==> config.mk <==
export PLATFORM = sky130hd
export DESIGN_NAME = att_auto_ctrl
export DESIGN_NICKNAME = d
export VERILOG_FILES = /design/src/rtl/micron_pkg.sv /design/src/rtl/of_edge_sync.sv /design/src/rtl/att_auto_ctrl.sv
export SDC_FILE = /design/constraint.sdc
export NUM_CORES = 1
export LEC_CHECK = 0
export CAP_MARGIN = 30
export CELL_PAD_IN_SITES_DETAIL_PLACEMENT = 1
export CELL_PAD_IN_SITES_GLOBAL_PLACEMENT = 1
export CORE_ASPECT_RATIO = 2
export CORE_MARGIN = 10
export CORE_UTILIZATION = 43
export DETAILED_ROUTE_END_ITERATION = 16
export PLACE_DENSITY_LB_ADDON = 0.1
export SYNTH_ARGS = -nofsm -noshare
export SYNTH_HDL_FRONTEND = slang
export SYNTH_SLANG_ARGS = --single-unit
==> constraint.sdc <==
create_clock -name clock -period 4.8 [get_ports clock]
set_input_delay 0.72 -clock clock [delete_from_list [all_inputs] [get_ports clock]]
set_output_delay 0.72 -clock clock [all_outputs]
set_load 0.05 [all_outputs]
Run 1, the clock network:
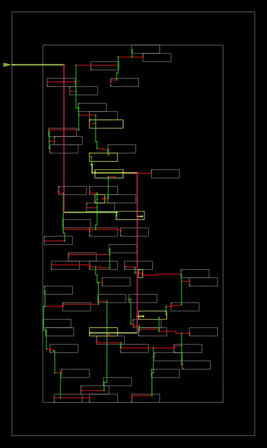
count of flip-flops and latches: 52
power in the clock group: 0.411 mW
Final Skew: 0.01141 ns
TritonCTS buffer count: 5
Clock buffer cells: 6

Run 1, routed metal per tile:
16 x 28 tiles, from white (low) to dark blue (high), scaled to the fullest tile. Values are wire area over tile area, all layers added.
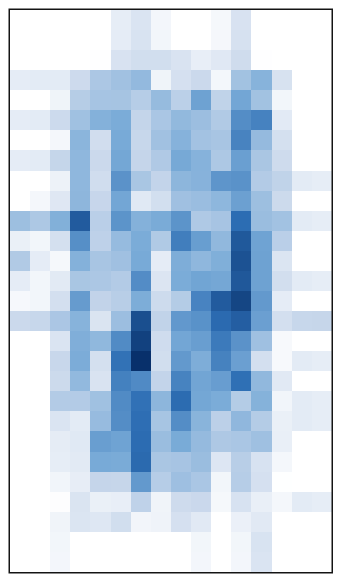
nearly empty tiles: 26%
densest ninth of the die: centre
tiles over half the peak: 16%
Total GRT Usage: 15.72%
routed wire length: 8256 um

Run 1, pin placement:
Bar = 20 um. Pins as bars across the die edge, other pins in grey.
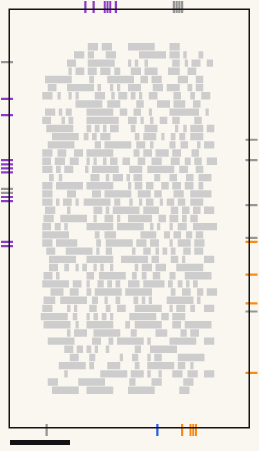
legend:
  purple:
    port: `of_count`
    pins: 16
    direction: output
    edge: 10 left, 6 top
  orange:
    port: `att_out`
    pins: 8
    direction: output
    edge: 4 right, 4 bottom
  blue:
    port: `reset`
    pins: 1
    direction: input
    edge: bottom
all pins by edge: 13 left, 10 top, 9 right, 6 bottom
width of the die: 79.35 um
vertical die dimension: 138.7 um
IO Port Bufs: 37

==> impl_metrics.ini, run 1 <==
; generated from flow reports
[finish]
layout_top_cell_excl_fill_tap = sky130_fd_sc_hd__dfrtp_1
n_antenna_cell = 0
max_area_cell_class = combinational gates
final-clk-cell-share_pct = 4.226
seqCellArea_um2 = 1301
layout.non_clock_buffers = 66
stdcell_count = 473
comb_cells = 242
area_growth_pct = 30.98
utilization_pct = 57.61
layout-drive-gt1-share_pct = 16.45
bufAreaShareNonClock_pct = 14.82
multi_input_comb_area_um2 = 1742
area.share.sequential_pct = 32.80
multi_input_gate_share_of_the_layout_cell_area_pct = 43.90
design_area_um2 = 3968
n_fill_cell = 815
nonClockInverterCount = 15

[setup_path]
path_common_cell = sky130_fd_sc_hd__buf_4
critPathRequiredTime_ns = 5.01
worst-path-max-fanout = 7
worst_setup_path_end_kind = flip-flop
critPathMaxStageDelay_ns = 0.52
reg2reg_slack_ns = 0.56
worstPathBufferInverterCount = 6
critical_path.cell_chain = clkdlybuf4s50_1 > ha_1 > or4_4 > buf_4 > nor3_1 > and3_1 > buf_4 > buf_4 > o21bai_2 > ha_2 > nand4_1 > o21a_1 > nor2_1 > ha_2 > buf_4 > buf_4 > a21o_1 > a21oi_2 > nor2b_1 > o31a_1 > o21a_1 > o21ai_2 > mux2i_1
cp_slowest_cell = sky130_fd_sc_hd__or4_4
rr_worst_depth = 22
cp_top_family = buffers and inverters
critical_path_arrival_ns = 4.86

[logic_synthesis]
logic_family = simple AND/OR/NAND/NOR gates
post_synth_instance_area_um2 = 3029
ys_seq_elements = 52
synth_top_cell_by_count = sky130_fd_sc_hd__dfrtp_1
seq_area_frac_synth_pct = 42.96
xor_share_pct = 9.252
synthTopCellsByCount = sky130_fd_sc_hd__dfrtp_1, sky130_fd_sc_hd__nor2_1, sky130_fd_sc_hd__nand2_1
adder_share_pct = 9.583
area_figure_in_the_yosys_stat_output_um2 = 3029
synth.cellmix.simpleShare_pct = 18.59
synth.area.mux_share_pct = 2.685
syn_area_per_cell_um2 = 9.803
postSynth.asyncResetShare_pct = 100.0
synth-edff-count = 0
synth.distinct_cells = 51
ys_cells = 309
ys.flop_type = sky130_fd_sc_hd__dfrtp_1
aoi_share_pct = 14.09
synth.largest_area_cell = sky130_fd_sc_hd__dfrtp_1

[clock_tree]
clkSinkCount = 52
path_clk_slew_ns = 0.07
postCtsResizedCells = 1
setup_bufs_post_cts = 0
clk_latency_ns = 0.30
ctsHoldBuffers = 0

[global_route]
overflow = 0
gr-usage-met3_pct = 3.442
via_count_of_the_first_global_routing_pass = 2958
met1_layer_usage_reported_by_global_route_pct = 14.24
grt_max_degree = 53

[pwr]
ir_drop_worst_vdd_mv = 0.2321
power.share.switching_pct = 24.31
power.total_mw = 0.9824
dominant_power_group = registers
power.static_leakage_nw = 1.780
power.share.combinational_pct = 12.3
p_switching_mw = 0.2388
p_int_mw = 0.7435
comb_power_mw = 0.121
p_seq_mw = 0.450
p_clk_share_pct = 41.8
p_per_area_nw_per_um2 = 247.6

[timing]
max_slew.worst_pin.slew_ns = 0.6707
finalSetupViolations = 0
worst_hold_slack_ns = 0.3549
finalMaxSlewViolations = 0
layout_setup_ws_ns = 0.1492
final-hold-violation-count = 0
fmax_mhz = 215.0

[route]
drtAntennaViolNets = 0
dr_total_vias = 2605
dr.first_iter.drc_count = 77
via_per_inst = 5.507
detailedRoute.firstPassIterationCount = 4
route.detailed.wl_per_inst_um = 17.45
met3_wirelength_um = 299
drc_errors_left = 0
routed_length_on_met2_um = 5021
detail_route.wirelength.met1_um = 2627
top_layer_used_by_detailed_routing = met4

[job]
max_cap_viol_count = 0

[outcome]
status = finished clean

[floorplan]
core_area_um2 = 6887
placementRows = 43
num_tap_cells = 90
pin_count = 38
fp_util_pct = 43.99

[worst_hold_path]
number_of_stages_on_the_worst_hold_path = 0

[placement]
dp.cells = 462
hpwl_um = 6387
place_congestion = 0.8296
post_dp_cell_area_um2 = 3704
Run 1, gate families picked out:
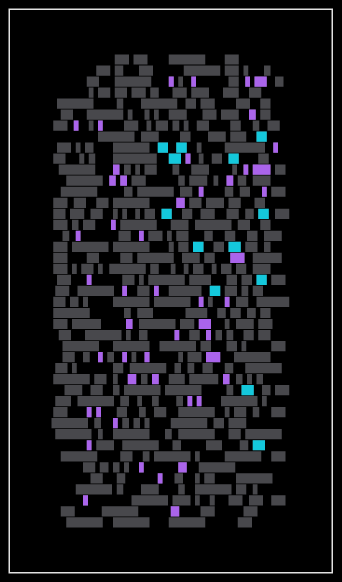

==> run 1 -> run 2 <==
- CORE_UTILIZATION: 43 -> 46
- GPL_ROUTABILITY_DRIVEN: unset -> 0
- GPL_TIMING_DRIVEN: unset -> 0
- clock period: 4.8 -> 6 ns (I/O delays scaled with it)
Run 2, gate families picked out:
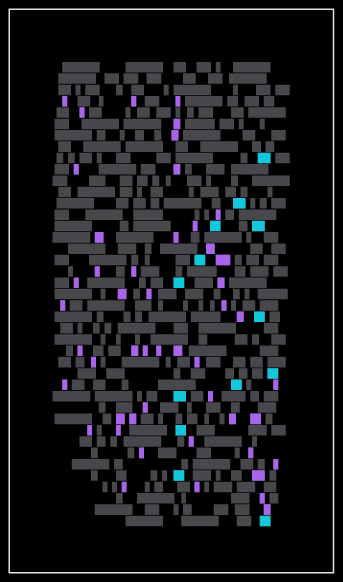
legend:
  purple:
    family: nor cells
    cells: 49
    most_used: nor2_1
  cyan:
    family: non-inverting ao/oa cells
    cells: 13
    most_used: a21o_1
multi-input gate share of the layout cell area: 45.20%
final std cells w/o fill: 447
most frequent standard cell in the layout excluding fill and tap cells: sky130_fd_sc_hd__dfrtp_1

==> run 2 against run 1 <==
- sequential power decreased by about 20%
- critical path type unchanged
- critical endpoint unchanged
- final area decreased by 6.7%
- sequential cell count unchanged
- synthesized area unchanged
- synthesized cell count unchanged
==> impl_metrics.ini, run 2 <==
; generated from flow reports
[logic_synthesis]
ys_cells = 309
synth.largest_area_cell = sky130_fd_sc_hd__dfrtp_1
area_figure_in_the_yosys_stat_output_um2 = 3029
synth.distinct_cells = 51
xor_share_pct = 9.252
postSynth.asyncResetShare_pct = 100.0
synthDominantCellAreaShare_pct = 42.96
synthTopCellsByCount = sky130_fd_sc_hd__dfrtp_1, sky130_fd_sc_hd__nor2_1, sky130_fd_sc_hd__nand2_1
synth-edff-count = 0
logic_family = simple AND/OR/NAND/NOR gates
synth_top_cell_by_count = sky130_fd_sc_hd__dfrtp_1
ys.flop_type = sky130_fd_sc_hd__dfrtp_1
adder_share_pct = 9.583
post_synth_instance_area_um2 = 3029
aoi_share_pct = 14.09

[placement]
post_dp_cell_area_um2 = 3550
dp.cells = 439
hpwl_um = 5928
io_buffer_count = 37

[route]
detailedRoute.firstPassIterationCount = 4
route.detailed.wl_per_inst_um = 16.79
met3_wirelength_um = 192
dr.first_iter.drc_count = 58
drc_errors_left = 0
routed_length_on_met2_um = 4598
dr_total_vias = 2462
via_per_inst = 5.508
routed_wl_um = 7503
top_layer_used_by_detailed_routing = met4

[setup_path]
critical_path_arrival_ns = 5.73
critical_path.cell_chain = clkdlybuf4s50_1 > ha_1 > fa_1 > a211oi_2 > nor3b_1 > o32ai_2 > o21ai_0 > a31o_2 > inv_1 > ha_1 > nand4_1 > o21a_1 > nand2b_1 > ha_1 > a21o_1 > a21oi_1 > nor2b_1 > o31a_1 > o21a_1 > o21ai_1 > mux2i_1
worst_setup_path_end_kind = flip-flop
reg2reg_slack_ns = 1.09
rr_worst_depth = 20
critPathMaxStageDelay_ns = 0.47
worst-path-max-fanout = 8
cp_slowest_cell = sky130_fd_sc_hd__fa_1
path_common_cell = sky130_fd_sc_hd__ha_1
cp_top_family = AND-OR/OR-AND gates

[floorplan]
pin_count = 38
die_h_um = 134.8
placementRows = 41
fp_util_pct = 47.62
num_tap_cells = 86
core_area_um2 = 6361

[global_route]
met1_layer_usage_reported_by_global_route_pct = 13.94
grt_usage_pct = 15.40
overflow = 0
gr-usage-met3_pct = 2.859
grt_max_degree = 41
via_count_of_the_first_global_routing_pass = 2793

[timing]
worst_hold_slack_ns = 0.3618
skew_ns = 0.007596
fmax_mhz = 181.6
finalSetupViolations = 0
final-hold-violation-count = 0
finalMaxSlewViolations = 0
max_slew.worst_pin.slew_ns = 0.6123

[pwr]
power.total_mw = 0.7334
p_clk_share_pct = 39.3
p_per_area_nw_per_um2 = 198.2
comb_power_mw = 0.0855
dominant_power_group = registers
power.static_leakage_nw = 1.646
ir_drop_worst_vdd_mv = 0.1764
p_int_mw = 0.5433

[finish]
design_area_um2 = 3701
n_fill_cell = 769
layout.non_clock_buffers = 44
layout-drive-gt1-share_pct = 6.094
max_area_cell_class = combinational gates
multi_input_comb_area_um2 = 1673
comb_cells = 242
n_clock_buffer = 5
nonClockInverterCount = 15
area.share.sequential_pct = 35.16
area_growth_pct = 22.18
nFlopsAndLatches = 52
utilization_pct = 58.18
seqCellArea_um2 = 1301
bufAreaShareNonClock_pct = 11.26

[clock_tree]
clkSinkCount = 52
postCtsResizedCells = 0
clk_latency_ns = 0.29
setup_bufs_post_cts = 0

[job]
max_cap_viol_count = 0
warning_count = 27

[worst_hold_path]
number_of_stages_on_the_worst_hold_path = 0

[outcome]
status = finished clean
Power and IR drop assume default switching activity.
